**config.mk**
```make
export PLATFORM = sky130hd
export DESIGN_NAME = sha_padder_flat
export DESIGN_NICKNAME = d
export VERILOG_FILES = /design/src/rtl/sha_padder_if.sv /design/src/rtl/sha_padder.sv /design/src/flat_wrapper.sv
export SDC_FILE = /design/constraint.sdc
export NUM_CORES = 2
export LEC_CHECK = 0
export CORE_AREA = 2 2 421 423
export CTS_BUF_LIST = sky130_fd_sc_hd__clkbuf_4 sky130_fd_sc_hd__clkbuf_8
export CTS_CLUSTER_DIAMETER = 200
export DETAILED_ROUTE_END_ITERATION = 10
export DIE_AREA = 0 0 423 425
export GPL_TIMING_DRIVEN = 0
export HOLD_SLACK_MARGIN = 0.02
export PLACE_DENSITY_LB_ADDON = 0.08
export SETUP_SLACK_MARGIN = 0.15
export SLEW_MARGIN = 5
export SYNTH_ARGS = -nofsm -noshare
export SYNTH_HDL_FRONTEND = slang
export SYNTH_SLANG_ARGS = --single-unit
export TNS_END_PERCENT = 5
```
**constraint.sdc**
```tcl
create_clock -name clk -period 5.97 [get_ports clk]
set_clock_uncertainty 0.05 [all_clocks]
set_input_delay 1.194 -clock clk [delete_from_list [all_inputs] [get_ports clk]]
set_output_delay 1.194 -clock clk [all_outputs]
set_load 0.01 [all_outputs]
```
**src/rtl/sha_padder_if.sv**
```systemverilog
// Hash-mode package and the padder's word-stream / block-output interface.
// pad_bypass and err exist only when SHA_PADDER_BYPASS_EN is defined.
package sha;

    typedef enum logic [2:0] {
        sha1,
        sha224,
        sha256,
        sha384,
        sha512,
        sha512_224,
        sha512_256
    } mode_t;

    // True for the SHA-384/512 family, which uses 1024-bit blocks.
    function automatic logic is_wide(mode_t m);
        return m inside {sha384, sha512, sha512_224, sha512_256};
    endfunction

endpackage

interface sha_padder_if;

    logic          in_valid;
    logic          in_ready;
    logic [31:0]   in_data;
    logic          in_last;
    logic [1:0]    in_bytes;
    sha::mode_t    in_mode;

    logic          blk_valid;
    logic          blk_ready;
    sha::mode_t    blk_mode;
    logic          blk_new_msg;
    logic [1023:0] blk_data;

`ifdef SHA_PADDER_BYPASS_EN
    logic          pad_bypass;
    logic          err;
`endif

    modport master (
        output in_valid, in_data, in_last, in_bytes, in_mode, blk_ready,
        input  in_ready, blk_valid, blk_mode, blk_new_msg, blk_data
`ifdef SHA_PADDER_BYPASS_EN
        , output pad_bypass
        , input  err
`endif
    );

    modport slave (
        input  in_valid, in_data, in_last, in_bytes, in_mode, blk_ready,
        output in_ready, blk_valid, blk_mode, blk_new_msg, blk_data
`ifdef SHA_PADDER_BYPASS_EN
        , input  pad_bypass
        , output err
`endif
    );

endinterface

```
**src/rtl/sha_padder.sv**
```systemverilog
// FIPS 180-4 message padder: packs 32-bit words into 512/1024-bit blocks with
// marker, zero fill and bit length. Optional unpadded mode: SHA_PADDER_BYPASS_EN.
module sha_padder #(
    parameter int LEN_W = 64
) (
    input logic         clk,
    input logic         rstn,
    sha_padder_if.slave bus
);
    import sha::*;

    typedef enum logic [1:0] {
        st_fill,
        st_pad,
        st_len,
        st_emit
    } state_t;

    localparam logic [31:0] MARKER_WORD = 32'h8000_0000;

    state_t           state_q, state_d;
    logic [31:0]      buf_q [32];
    logic [31:0]      buf_d [32];
    logic [5:0]       idx_q, idx_d;
    logic [LEN_W-1:0] cnt_q, cnt_d;
    mode_t            mode_q, mode_d;
    logic             new_msg_q, new_msg_d;
    logic             open_q, open_d;     // message started, last word not yet seen
    logic             owed_q, owed_d;     // 0x80000000 marker word still to be written
    logic             ovf_q, ovf_d;       // a second padding-only block follows this one
`ifdef SHA_PADDER_BYPASS_EN
    logic             byp_q, byp_d;
    logic             err_q, err_d;
`endif

    mode_t            cur_mode;
    logic             wide;
    logic             wide_q;
    logic             byp_now;
    logic [5:0]       n_words;
    logic [5:0]       pad_end;
    logic [4:0]       last_i;
    logic [2:0]       last_bytes;
    logic [31:0]      last_word;
    logic [63:0]      bit_len;

    // The first word of a message decides geometry before mode_q has latched it.
    assign cur_mode   = (state_q == st_fill && !open_q) ? bus.in_mode : mode_q;
    assign wide       = is_wide(cur_mode);
    assign wide_q     = is_wide(mode_q);
    assign n_words    = wide ? 6'd32 : 6'd16;
    assign pad_end    = wide ? 6'd28 : 6'd14;
    assign last_i     = 5'(n_words - 6'd1);
    assign last_bytes = (bus.in_bytes == 2'd0) ? 3'd4 : {1'b0, bus.in_bytes};
    assign last_word  = (bus.in_data & ~(32'hFFFF_FFFF >> {bus.in_bytes, 3'b000}))
                      | (32'h0000_0080 << {2'd3 - bus.in_bytes, 3'b000});
    assign bit_len    = 64'({cnt_q, 3'b000});

`ifdef SHA_PADDER_BYPASS_EN
    assign byp_now = (state_q == st_fill && !open_q) ? bus.pad_bypass : byp_q;
    assign bus.err = err_q;
`else
    assign byp_now = 1'b0;
`endif

    // NOTE: every signal written here gets its default first, so no path can
    // leave a value unassigned and infer a latch.
    always_comb begin
        state_d   = state_q;
        buf_d     = buf_q;
        idx_d     = idx_q;
        cnt_d     = cnt_q;
        mode_d    = mode_q;
        new_msg_d = new_msg_q;
        open_d    = open_q;
        owed_d    = owed_q;
        ovf_d     = ovf_q;
`ifdef SHA_PADDER_BYPASS_EN
        byp_d     = byp_q;
        err_d     = err_q;
`endif

        case (state_q)
            st_fill: begin
                if (bus.in_valid) begin
                    if (!open_q) begin
                        mode_d    = bus.in_mode;
                        new_msg_d = 1'b1;
                        open_d    = 1'b1;
`ifdef SHA_PADDER_BYPASS_EN
                        byp_d     = bus.pad_bypass;
`endif
                    end
                    cnt_d = cnt_q + LEN_W'(bus.in_last ? last_bytes : 3'd4);
                    buf_d[idx_q[4:0]] = (bus.in_last && bus.in_bytes != 2'd0 && !byp_now)
                                      ? last_word : bus.in_data;
                    idx_d = idx_q + 6'd1;

                    if (bus.in_last) begin
                        open_d = 1'b0;
                        if (byp_now) begin
                            if (idx_q == n_words - 6'd1) begin
                                state_d = st_emit;
                            end else begin
                                // Misaligned unpadded message: drop the partial block.
                                for (int k = 0; k < 32; k++) buf_d[k] = '0;
                                idx_d     = '0;
                                cnt_d     = '0;
                                new_msg_d = 1'b0;
`ifdef SHA_PADDER_BYPASS_EN
                                err_d     = 1'b1;
`endif
                            end
                        end else begin
                            owed_d  = (bus.in_bytes == 2'd0);
                            state_d = st_pad;
                        end
                    end else if (idx_q + 6'd1 == n_words) begin
                        state_d = st_emit;
                    end
                end
            end

            st_pad: begin
                if (idx_q == n_words) begin
                    state_d = st_emit;
                    ovf_d   = 1'b1;
                end else if (owed_q) begin
                    buf_d[idx_q[4:0]] = MARKER_WORD;
                    idx_d  = idx_q + 6'd1;
                    owed_d = 1'b0;
                end else if (idx_q == pad_end) begin
                    state_d = st_len;
                end else begin
                    buf_d[idx_q[4:0]] = '0;
                    idx_d = idx_q + 6'd1;
                    if (idx_q + 6'd1 == pad_end) state_d = st_len;
                end
            end

            st_len: begin
                if (wide) begin
                    buf_d[last_i - 5'd3] = '0;
                    buf_d[last_i - 5'd2] = '0;
                end
                buf_d[last_i - 5'd1] = bit_len[63:32];
                buf_d[last_i]        = bit_len[31:0];
                idx_d   = n_words;
                state_d = st_emit;
            end

            st_emit: begin
                if (bus.blk_ready) begin
                    for (int k = 0; k < 32; k++) buf_d[k] = '0;
                    idx_d     = '0;
                    new_msg_d = 1'b0;
                    ovf_d     = 1'b0;
                    state_d   = ovf_q ? st_pad : st_fill;
                    if (!ovf_q && !open_q) cnt_d = '0;
                end
            end

            default: state_d = st_fill;
        endcase
    end

    // NOTE: state registers use non-blocking assignments so every flop samples
    // the pre-edge values computed above, independent of statement order.
    always_ff @(posedge clk) begin
        if (!rstn) begin
            state_q   <= st_fill;
            idx_q     <= '0;
            cnt_q     <= '0;
            mode_q    <= sha1;
            new_msg_q <= 1'b0;
            open_q    <= 1'b0;
            owed_q    <= 1'b0;
            ovf_q     <= 1'b0;
`ifdef SHA_PADDER_BYPASS_EN
            byp_q     <= 1'b0;
            err_q     <= 1'b0;
`endif
            // NOTE: the block buffer is reset too, because blk_data is driven
            // straight from it and must read zero out of reset.
            for (int k = 0; k < 32; k++) buf_q[k] <= '0;
        end else begin
            state_q   <= state_d;
            idx_q     <= idx_d;
            cnt_q     <= cnt_d;
            mode_q    <= mode_d;
            new_msg_q <= new_msg_d;
            open_q    <= open_d;
            owed_q    <= owed_d;
            ovf_q     <= ovf_d;
`ifdef SHA_PADDER_BYPASS_EN
            byp_q     <= byp_d;
            err_q     <= err_d;
`endif
            for (int k = 0; k < 32; k++) buf_q[k] <= buf_d[k];
        end
    end

    assign bus.in_ready    = (state_q == st_fill);
    assign bus.blk_valid   = (state_q == st_emit);
    assign bus.blk_mode    = mode_q;
    assign bus.blk_new_msg = new_msg_q;

    // Word 0 sits in the most significant 32 bits of the active block width.
    always_comb begin
        bus.blk_data = '0;
        if (wide_q) begin
            for (int k = 0; k < 32; k++) bus.blk_data[1023 - 32*k -: 32] = buf_q[k];
        end else begin
            for (int k = 0; k < 16; k++) bus.blk_data[511 - 32*k -: 32] = buf_q[k];
        end
    end

endmodule

```
**src/flat_wrapper.sv**
```systemverilog
// flat-port wrapper written by rule: the top's interface ports become plain ports
module sha_padder_flat import sha::*;
#(
    parameter int LEN_W = 64
)
  (clk, rstn, bus_in_valid, bus_in_data, bus_in_last, bus_in_bytes, bus_in_mode, bus_blk_ready, bus_in_ready, bus_blk_valid, bus_blk_mode, bus_blk_new_msg, bus_blk_data);
  sha_padder_if bus_i ();
  input logic clk;
  input logic rstn;
  input wire logic [$bits(bus_i.in_valid)-1:0] bus_in_valid;
  input wire logic [$bits(bus_i.in_data)-1:0] bus_in_data;
  input wire logic [$bits(bus_i.in_last)-1:0] bus_in_last;
  input wire logic [$bits(bus_i.in_bytes)-1:0] bus_in_bytes;
  input wire logic [$bits(bus_i.in_mode)-1:0] bus_in_mode;
  input wire logic [$bits(bus_i.blk_ready)-1:0] bus_blk_ready;
  output wire logic [$bits(bus_i.in_ready)-1:0] bus_in_ready;
  output wire logic [$bits(bus_i.blk_valid)-1:0] bus_blk_valid;
  output wire logic [$bits(bus_i.blk_mode)-1:0] bus_blk_mode;
  output wire logic [$bits(bus_i.blk_new_msg)-1:0] bus_blk_new_msg;
  output wire logic [$bits(bus_i.blk_data)-1:0] bus_blk_data;
  assign bus_i.in_valid = bus_in_valid;
  assign bus_i.in_data = bus_in_data;
  assign bus_i.in_last = bus_in_last;
  assign bus_i.in_bytes = bus_in_bytes;
  assign bus_i.in_mode = bus_in_mode;
  assign bus_i.blk_ready = bus_blk_ready;
  assign bus_in_ready = bus_i.in_ready;
  assign bus_blk_valid = bus_i.blk_valid;
  assign bus_blk_mode = bus_i.blk_mode;
  assign bus_blk_new_msg = bus_i.blk_new_msg;
  assign bus_blk_data = bus_i.blk_data;
  sha_padder #(.LEN_W(LEN_W)) u_core (.clk(clk), .rstn(rstn), .bus(bus_i));
endmodule
```
**Signal wires by layer**

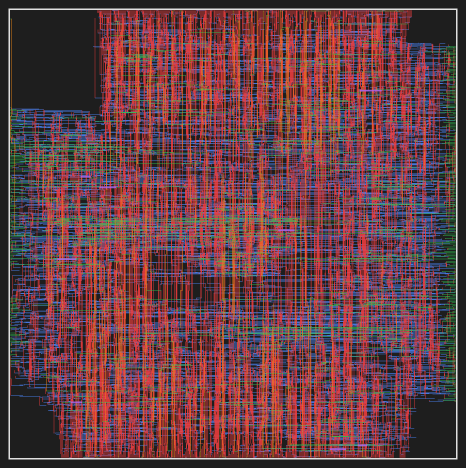
Red shows M2, wire length 149 mm. Orange shows M4, wire length 16700 um. Blue shows M1, wire length 117 mm. Purple shows M5, wire length 102 um. Green shows M3, wire length 18100 um.

**The metal 3 layer**

Scale bar: 100 um.
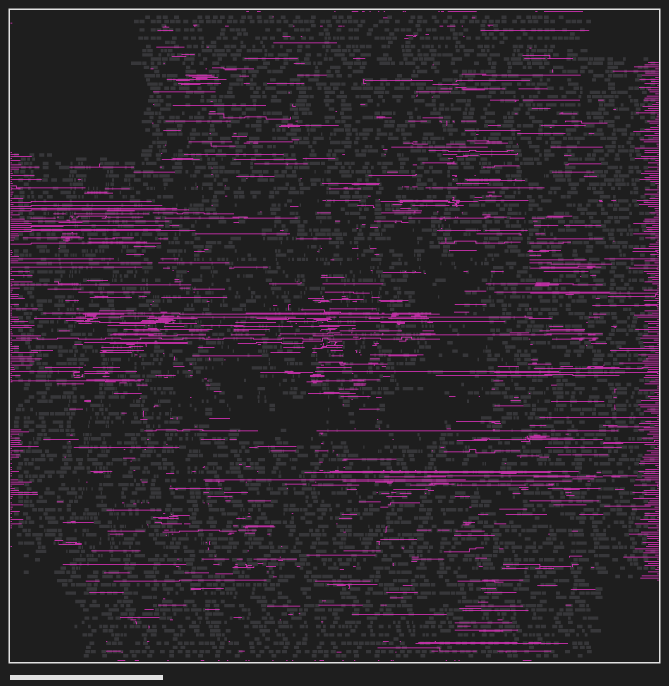
974 nets have wire on it. The layer carries 18100 um of wire.

**Congestion heat map**

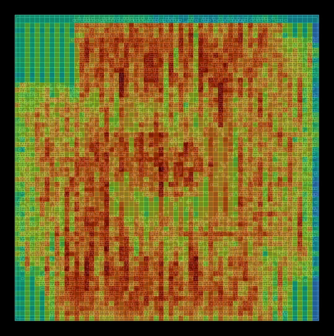
final standard cell utilization of the core: 0.377
met3 track utilization from global routing: 0.0594
drt wl/cell: 35.9 um
global-route track usage on met2: 0.558
most heavily used metal layer in global routing: met2

==> summary.txt <==
This note records the results obtained with Yosys and OpenROAD.

Global routing
The global router's overall resource usage is 0.319. The first global-routing pass estimated 396000 um of wire. The global route stage reports its total congestion overflow as 0.

Worst setup path
The worst setup path startpoint is u_core.bus.blk_mode[0]$_SDFFE_PN0P_. The cell sequence reported for the critical path is a21bo_2 > and2_1 > clkbuf_1 > clkbuf_4 > clkbuf_1 > clkbuf_1 > nor2b_1 > clkdlybuf4s50_1. The cell count of the worst reg-to-reg path is 9.

The classification of the worst setup path is reg -> out. Counting stages on the worst path, the most repeated cell is sky130_fd_sc_hd__clkbuf_1. The kind of cell with the highest combined delay along the critical path is buffers and inverters. The setup slack on the worst flop-to-flop path is 1.36 ns.

Floorplan
The chip occupies 0.180 mm^2. The floorplan has 154 rows. The core area is 0.175 mm^2. The die boundary width is 423 um.

STA
The final worst-path setup slack is 0.177 ns. The number of hold violations in the final report is 0.

Power
The switching share of power is 0.393. The power report lists cell-internal power as 13.8 mW. The completed layout was analyzed and its total power is 22.7 mW.

Clocking
The number of clock buffers inserted by TritonCTS is 197. Looking at the clock tree report, the H-tree level count equals 4.

Synthesis
The number of synthesized flops with an enable pin is 0. The cell-mix breakdown from Yosys lists the XOR/XNOR area share as 0.0108. The dominant register cell is sky130_fd_sc_hd__dfxtp_1. The compound-cell area share of the yosys netlist is 0.233.

In this run, distinct cell masters in the synthesized netlist total 70. The yosys synthesis warning count is 0. The area share of the largest cell type after synthesis is 0.461.

The commonest cells after synthesis are sky130_fd_sc_hd__dfxtp_1 (1100), sky130_fd_sc_hd__a22o_1 (863), sky130_fd_sc_hd__nor2b_1 (522). After synthesis the cells add up to 0.0478 mm^2.

Cells and area
The most common logic cells in the final layout are sky130_fd_sc_hd__dfxtp_1 (1100), sky130_fd_sc_hd__clkdlybuf4s50_1 (1070), sky130_fd_sc_hd__a22o_1 (863). The number of filler instances in the final layout is 17744.

Placed design
Routability-driven placement finished with a final weighted congestion of 0.955. The worst slack at placement is -0.324 ns.

Drt
In the per-layer summary, the met1 wirelength comes to 117000 um. The iteration count recorded for the first detailed-route pass is 6.

Job
The number of max-cap violations is 1.

Worst hold path
The cell depth of the worst hold path is 1.

Outcome
The final reports fail on capacitance limit. The flow ran to the end, but the final reports show violations.
worst register-to-register path, cell delays in order (launching register included):
cell and delay [ns]:
sky130_fd_sc_hd__dfxtp_1 0.41, sky130_fd_sc_hd__ha_1 0.21, sky130_fd_sc_hd__buf_2 0.30, sky130_fd_sc_hd__inv_1 0.21, sky130_fd_sc_hd__o22ai_1 0.70, sky130_fd_sc_hd__a21oi_1 0.38
sky130_fd_sc_hd__clkbuf_1 0.34, sky130_fd_sc_hd__a21oi_1 1.18, sky130_fd_sc_hd__clkbuf_1 0.54, sky130_fd_sc_hd__a22o_1 0.21
final cells by class:
cell class / instances / area [um^2] / area share
antenna: 12 / 30.0 / 0.000455
buffer: 488 / 2430 / 0.0368
clock buffer: 326 / 4060 / 0.0614
clock inverter: 31 / 256 / 0.00388
inverter: 16 / 60.1 / 0.000909
multi-input combinational: 2980 / 23400 / 0.354
sequential: 1100 / 22000 / 0.333
tap: 2340 / 2930 / 0.0443
timing repair buffer: 1079 / 10900 / 0.164
stage by stage:
stage | TNS (ns) | instances
after floorplan | 0 | 4584
after global placement | -33.96 | 7994
after detailed placement | -2.72 | 8003
after CTS | 0 | 8360
after global routing | 0 | 8365
final | 0 | 8372
power by group through the flow:
| stage | combinational (mW) | sequential [mW] | clock (mW) |
|---|---|---|---|
| 3_3_place_gp | 6.69 | 8.11 | 0 |
| 3_5_place_dp | 6.72 | 8.12 | 0 |
| 5_1_grt | 7.05 | 7.99 | 8.24 |
| 4_1_cts | 6.75 | 7.96 | 7.93 |
| 2_1_floorplan | 3.44 | 7.96 | 0 |
| 6_report | 6.85 | 7.97 | 7.85 |
repair_timing:
action                                  4_1_cts  5_1_grt
endpoints found under the setup margin      668       35
gates resized                                60        2
hold buffers                                  0        0
hold endpoints to repair                      0        0
Power figures rest on the tool's default switching activity, not on a simulated workload.
